`config.mk`:
```
export PLATFORM = sky130hd
export DESIGN_NAME = sram_arbiter
export DESIGN_NICKNAME = d
export VERILOG_FILES = /design/src/rtl/sram_arbiter.sv
export SDC_FILE = /design/constraint.sdc
export NUM_CORES = 1
export LEC_CHECK = 0
export CAP_MARGIN = 40
export CORE_ASPECT_RATIO = 0.7
export CORE_MARGIN = 8
export CORE_UTILIZATION = 41
export DETAILED_ROUTE_END_ITERATION = 12
export PLACE_DENSITY_LB_ADDON = 0.12
export SYNTH_ARGS = -nofsm -noshare
export SYNTH_HDL_FRONTEND = slang
export SYNTH_SLANG_ARGS = --single-unit
```
`constraint.sdc`:
```
create_clock -name CLK -period 3.5 [get_ports CLK]
set_clock_uncertainty 0.2 [all_clocks]
set_input_delay 0.35 -clock CLK [delete_from_list [all_inputs] [get_ports CLK]]
set_output_delay 0.35 -clock CLK [all_outputs]
set_load 0.01 [all_outputs]
```
`src/rtl/sram_arbiter.sv`:
```
// sram_arbiter: three-port arbiter for one asynchronous SRAM.
// Each port issues single-word reads or writes. The SRAM strobes are decoded
// from the access state machine. With the SRAM_ARB_RR_EN macro defined the
// arbiter is round-robin; without it, port 0 has the highest priority and
// port 2 the lowest.
module sram_arbiter #(
  parameter int ADDR_W  = 20,
  parameter int DATA_W  = 16,
  parameter int RD_WAIT = 1
) (
  input  logic              CLK,
  input  logic              RST,
  input  logic [2:0]        req,
  input  logic [2:0]        we,
  input  logic [ADDR_W-1:0] addr0,
  input  logic [ADDR_W-1:0] addr1,
  input  logic [ADDR_W-1:0] addr2,
  input  logic [DATA_W-1:0] wdata0,
  input  logic [DATA_W-1:0] wdata1,
  input  logic [DATA_W-1:0] wdata2,
  output logic [2:0]        gnt,
  output logic [2:0]        rvalid,
  output logic [2:0]        wdone,
  output logic [DATA_W-1:0] rdata,
  output logic              busy,
  output logic [1:0]        owner,
  output logic [ADDR_W-1:0] sram_adr,
  output logic [DATA_W-1:0] sram_dq_o,
  output logic              sram_dq_oe,
  input  logic [DATA_W-1:0] sram_dq_i,
  output logic              sram_oe_n,
  output logic              sram_we_n
);

  typedef enum logic [2:0] {
    IDLE, RD_ADDR, RD_OE, RD_SAMPLE, WR_SETUP, WR_PULSE, WR_HOLD
  } state_t;

  localparam logic [2:0] WAIT_LAST = 3'(RD_WAIT);

  state_t            state;
  state_t            state_nxt;
  logic [2:0]        wait_cnt;
  logic              pulse_cnt;
  logic [1:0]        owner_q;
  logic              win_vld;
  logic [1:0]        win_idx;
  logic              grant_fire;
  logic              we_sel;
  logic [ADDR_W-1:0] addr_sel;
  logic [DATA_W-1:0] wdata_sel;

  function automatic logic [2:0] port_onehot(input logic [1:0] idx);
    return 3'b001 << idx;
  endfunction

`ifdef SRAM_ARB_RR_EN
  logic [1:0] rr_ptr;

  // Round-robin winner: first requesting port found searching up from the pointer
  always_comb begin
    int k;
    k       = 0;
    win_vld = 1'b0;
    win_idx = 2'd0;
    for (int i = 0; i < 3; i++) begin
      k = (int'(rr_ptr) + i) % 3;
      if (!win_vld && req[k[1:0]]) begin
        win_vld = 1'b1;
        win_idx = k[1:0];
      end
    end
  end

  // Pointer moves to the port after the grantee so every holder is reached within two accesses
  always_ff @(posedge CLK) begin
    if (RST) begin
      rr_ptr <= 2'd0;
    end else if (grant_fire) begin
      rr_ptr <= (win_idx == 2'd2) ? 2'd0 : win_idx + 2'd1;
    end
  end
`else
  // Fixed-priority winner: lowest-numbered requesting port
  always_comb begin
    win_vld = |req;
    win_idx = 2'd0;
    if (req[0])      win_idx = 2'd0;
    else if (req[1]) win_idx = 2'd1;
    else if (req[2]) win_idx = 2'd2;
  end
`endif

  // Requests are only accepted between accesses and never while reset is held
  assign grant_fire = (state == IDLE) && win_vld && !RST;

  // Route the winning port's command fields to the capture registers
  always_comb begin
    we_sel    = we[0];
    addr_sel  = addr0;
    wdata_sel = wdata0;
    unique case (win_idx)
      2'd1: begin
        we_sel    = we[1];
        addr_sel  = addr1;
        wdata_sel = wdata1;
      end
      2'd2: begin
        we_sel    = we[2];
        addr_sel  = addr2;
        wdata_sel = wdata2;
      end
      default: ;
    endcase
  end

  // Access state register
  always_ff @(posedge CLK) begin
    if (RST) state <= IDLE;
    else     state <= state_nxt;
  end

  // Next state plus SRAM strobes and handshake pulses decoded from the state
  always_comb begin
    state_nxt  = state;
    gnt        = 3'b000;
    wdone      = 3'b000;
    busy       = 1'b1;
    sram_oe_n  = 1'b1;
    sram_we_n  = 1'b1;
    sram_dq_oe = 1'b0;
    unique case (state)
      IDLE: begin
        busy = 1'b0;
        if (grant_fire) begin
          gnt       = port_onehot(win_idx);
          state_nxt = we_sel ? WR_SETUP : RD_ADDR;
        end
      end
      RD_ADDR: state_nxt = RD_OE;
      RD_OE: begin
        sram_oe_n = 1'b0;
        if (wait_cnt == WAIT_LAST) state_nxt = RD_SAMPLE;
      end
      RD_SAMPLE: begin
        sram_oe_n = 1'b0;
        state_nxt = IDLE;
      end
      WR_SETUP: begin
        sram_dq_oe = 1'b1;
        state_nxt  = WR_PULSE;
      end
      WR_PULSE: begin
        sram_dq_oe = 1'b1;
        sram_we_n  = 1'b0;
        if (pulse_cnt) state_nxt = WR_HOLD;
      end
      WR_HOLD: begin
        sram_dq_oe = 1'b1;
        wdone      = port_onehot(owner_q);
        state_nxt  = IDLE;
      end
      default: state_nxt = IDLE;
    endcase
  end

  // Phase counters, current owner and the read-complete pulse
  always_ff @(posedge CLK) begin
    if (RST) begin
      wait_cnt  <= 3'd0;
      pulse_cnt <= 1'b0;
      owner_q   <= 2'd0;
      rvalid    <= 3'b000;
    end else begin
      wait_cnt  <= (state == RD_OE) ? wait_cnt + 3'd1 : 3'd0;
      pulse_cnt <= (state == WR_PULSE) ? ~pulse_cnt : 1'b0;
      rvalid    <= (state == RD_SAMPLE) ? port_onehot(owner_q) : 3'b000;
      if (grant_fire) owner_q <= win_idx;
    end
  end

  // SRAM address/write data captured at grant; read data captured at the sample edge
  always_ff @(posedge CLK) begin
    if (RST) begin
      sram_adr  <= '0;
      sram_dq_o <= '0;
      rdata     <= '0;
    end else begin
      if (grant_fire) begin
        sram_adr <= addr_sel;
        if (we_sel) sram_dq_o <= wdata_sel;
      end
      if (state == RD_SAMPLE) rdata <= sram_dq_i;
    end
  end

  assign owner = busy ? owner_q : 2'd3;

endmodule

```
==> results_slide.txt <==
Key Metrics from the Run

Place
  – Input/output buffers: 198
  – Place WS: 810 ps
  – Placed cell area: 5360 um2
  – Post-DP HPWL: roughly 9.4 mm
  – Routability cong.: 0.838

Route
  – Antenna viol nets, final: 0
  – Residual DRC: 0
  – DR iter-0 viols: 226
  – Avg Vias per Cell: between 5 and 6
  – DR pass1 iterations: 5

Synthesis
  – Yosys Instances: 416
  – Synth Seq Share: 37.8%
  – Cells after Synth: 416
  – Synthesized Nets: 550
  – Post-synth EDFFs: 0
  – Ys flops: 64
  – Ys Warns: 0
  – Cell Area, Synth: 3390 um2
  – Async SR Flop Fraction: 0%
  – Ys flop type: dfxtp_1
  – Yosys cell types: 39
  – Syn Area/Cell: 8.14 um2
  – Chip Area, Yosys: approximately 3400 um2

Setup path
  – Critical Path RT: just under 3000 ps
  – Max stage delay on crit path: between 600 and 700 ps
  – CP Max Fanout: 17
  – Setup crit end: gnt[2]
  – Worst-case reg-to-reg path depth: 4
  – CP Cell Sequence: clkdlybuf4s50_1 > nor2_1 > nand2_1 > buf_4 > nor2_1 > clkdlybuf4s50_1
  – Worst Path Arrival: between 2000 and 2500 ps
  – R2R Setup Slk: 1520 ps
  – Reg-to-Reg Start: state[2]
  – Slowest-stage cell, CP: clkdlybuf4s50_1
  – CP Launch Type: input port
  – Setup crit start: req[0]
  – R2R Path End: rdata[9]
  – Critical Path Sink Type: output port
  – Crit path kind: in2out

Worst hold path
  – Hold crit path type: in2reg

Clock tree
  – TritonCTS clock tree: built
  – Post-CTS Hold Fix Bufs: 0
  – Clock Sinks: between 60 and 70
  – Total CTS buffers: 9
  – Setup Buffers After CTS: 0
  – Resized Gates After CTS: 0
  – CTS root buf: clkbuf_16
  – Clock H-tree levels: 3
  – Reg clk slew, reported paths: 60 ps
  – Clk_lat worst skew: 330 ps
  – CTS max path bufs: 2

Final timing
  – Unrepaired setup endpoints after global routing: false
  – Final Setup Violations: 0
  – Final Hold Viols: 0
  – Worst Tran Pin Value: ~760 ps
  – Min Tclk post-route: roughly 2700 ps
  – Fin. max-slew vios: 0
  – Setup TNS: 0 ps
  – Max Clk Rate: 371 MHz
  – Final worst slack: 803 ps
  – Final period utilization: between 70% and 80%
  – Slew headroom: between 40% and 50%

Outcome
  – Outcome: complete, no violations

Die
  – Chip area: 11500 um2
  – Top Ports: 199
  – Die Wd: about 120 um
  – DIE HEIGHT: 92.0 um
  – Rows: 27
  – FP Core Util: 42.6%

Cells and area
  – Area growth syn-to-layout: 68.1%
  – Layout cells sized above 1: approximately 6.4%
  – Dominant logic cell types in the final layout: clkdlybuf4s50_1 (197), dfxtp_1 (64), a21oi_1 (56)
  – Most common logic cell in the routed design: clkdlybuf4s50_1
  – Total Nets Final: 734
  – Antenna diode count: 0
  – Fill cells: about 620

Pwr
  – Leak: 2.17 nW
  – Power Density: 524 nW/um2
  – Total Power: between 0.002 and 0.003 W
  – Maximum VDD drop: around 0.00036 V

Global route
  – Vias in the first global route: between 3000 and 4000
  – Maximum number of pins on one net before global-route repair: 77
  – Initial antenna violation count: 0
  – Gr ovfl total: 0
  – First-pass GRT wire length: 19.7 mm

Flow run
  – OpenROAD warning count: 27
  – Max-Cap Viols: 0
logic make-up (layout without fill, tap and decap cells):
group	count (synthesis)	count (layout)	synth area share, %
multiplexers	16	16	4.73
buffers and inverters	74	263	10.4
AND-OR/OR-AND	139	139	27.3
flip-flops	64	64	37.8
XOR/XNOR	2	2	0.517
AND/OR/NAND/NOR	119	119	18.4
adder cells (fa/ha/maj)	2	2	0.739
layer usage:
metal  wire length (um)  part of all wire [%]  GRT usage [%]  vias up
li1                   -                     -              -     1835
met1               5240                    42           24.3     1730
met2               6020                    48           35.1      159
met3               1050                   8.3           8.68       23
met4                261                   2.1           6.69        0
met5                  0                     0              0        -
layout make-up:
class / instances / area (um2) / area share [%]
flip-flops and latches: 64 / 1280 / 22.5
clock inverters: 6 / 91.3 / 1.61
inverters: 39 / 146 / 2.57
well taps: 101 / 126 / 2.22
repair buffers: 208 / 2050 / 36.1
clock buffers: 10 / 239 / 4.20
multi-input cells: 278 / 1750 / 30.8
critical path, delay by kind of cell:
family / cells / cell delay (ps)
buffers and inverters: 3 / 1370
and+or+nand+nor: 3 / 420
power breakdown:
| part | leakage (nW) | switching [W] | internal, W |
|---|---|---|---|
| clock network | 0.151 | 0.000335 | 0.000644 |
| registers | 0.522 | 0.000101 | 0.000850 |
| logic | 1.49 | 0.000487 | 0.000565 |
| total | 2.17 | 0.000923 | 0.00206 |
sequential cells by signal, indices dropped and copies added (netlist names):
| name | cells |
|---|---|
| owner_q | 2 |
| pulse_cnt | 1 |
| rdata | 16 |
| rvalid | 3 |
| sram_adr | 20 |
| sram_dq_o | 16 |
| state | 3 |
| wait_cnt | 3 |
worst min path at each step:
stage / start / end / slack, ps / cells after the start
floorplan: pulse_cnt / pulse_cnt / 210 / 1
global placement: pulse_cnt / pulse_cnt / 230 / 1
detailed placement: pulse_cnt / pulse_cnt / 240 / 1
CTS: RST / wait_cnt[1] / 160 / 4
global route: RST / state[0] / 210 / 3
finish: RST / wait_cnt[1] / 170 / 4
stage by stage:
stage | cells | hold WS, ps
floorplan | 416 | 209
global placement | 690 | 231
detailed placement | 690 | 238
CTS | 706 | 163
global route | 706 | 205
finish | 706 | 173
Yosys cell counts (9+ instances only):
| cell | number | area share [%] |
|---|---|---|
| a21oi_1 | 56 | 8.3 |
| a211oi_1 | 10 | 2.2 |
| nand2_1 | 50 | 5.5 |
| mux2i_1 | 16 | 4.7 |
| inv_1 | 38 | 4.2 |
| a22o_1 | 9 | 2.3 |
| a211o_1 | 11 | 2.8 |
| nor2_1 | 25 | 2.8 |
| o221ai_1 | 17 | 4.4 |
| nand2b_1 | 22 | 4.1 |
| clkbuf_1 | 14 | 1.6 |
| o22ai_1 | 31 | 5.7 |
| dfxtp_1 | 64 | 38 |
Placement by cell class:
Scale: 4 px per um.
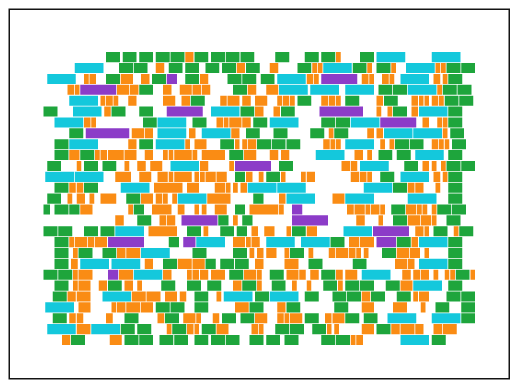
purple -> clock drivers and dummy loads  # cells 16, share of their area 5.9%
green -> other buffers and delay cells  # cells 208, share of their area 37%
orange -> all other logic  # cells 317, share of their area 34%
cyan -> flops  # cells 64, share of their area 23%
Final Cell Area: 5690 um2
Core ar.: 7940 um2
Util after Layout: 71.7%
Seq/total area: 22.5%

Routed metal per tile:
Scale: 3 px per um. 25 x 18 tiles, from dark purple (low) to yellow (high), scaled to the fullest tile. Values are wire area over tile area, all layers added.
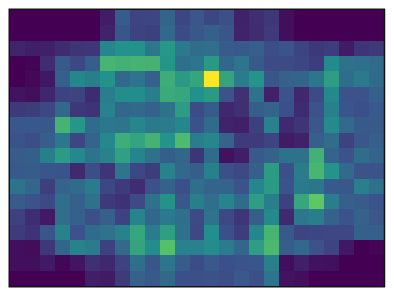
fullest tile = 0.64
nearly empty tiles = 9.6%
tiles over half the peak = 10%
Total Wirelength: 12.6 mm
Avg WL per Cell: 17.8 um
Vias: 3747
GRT Util Overall: 21.1%

Power is estimated from default activity; no workload was simulated.
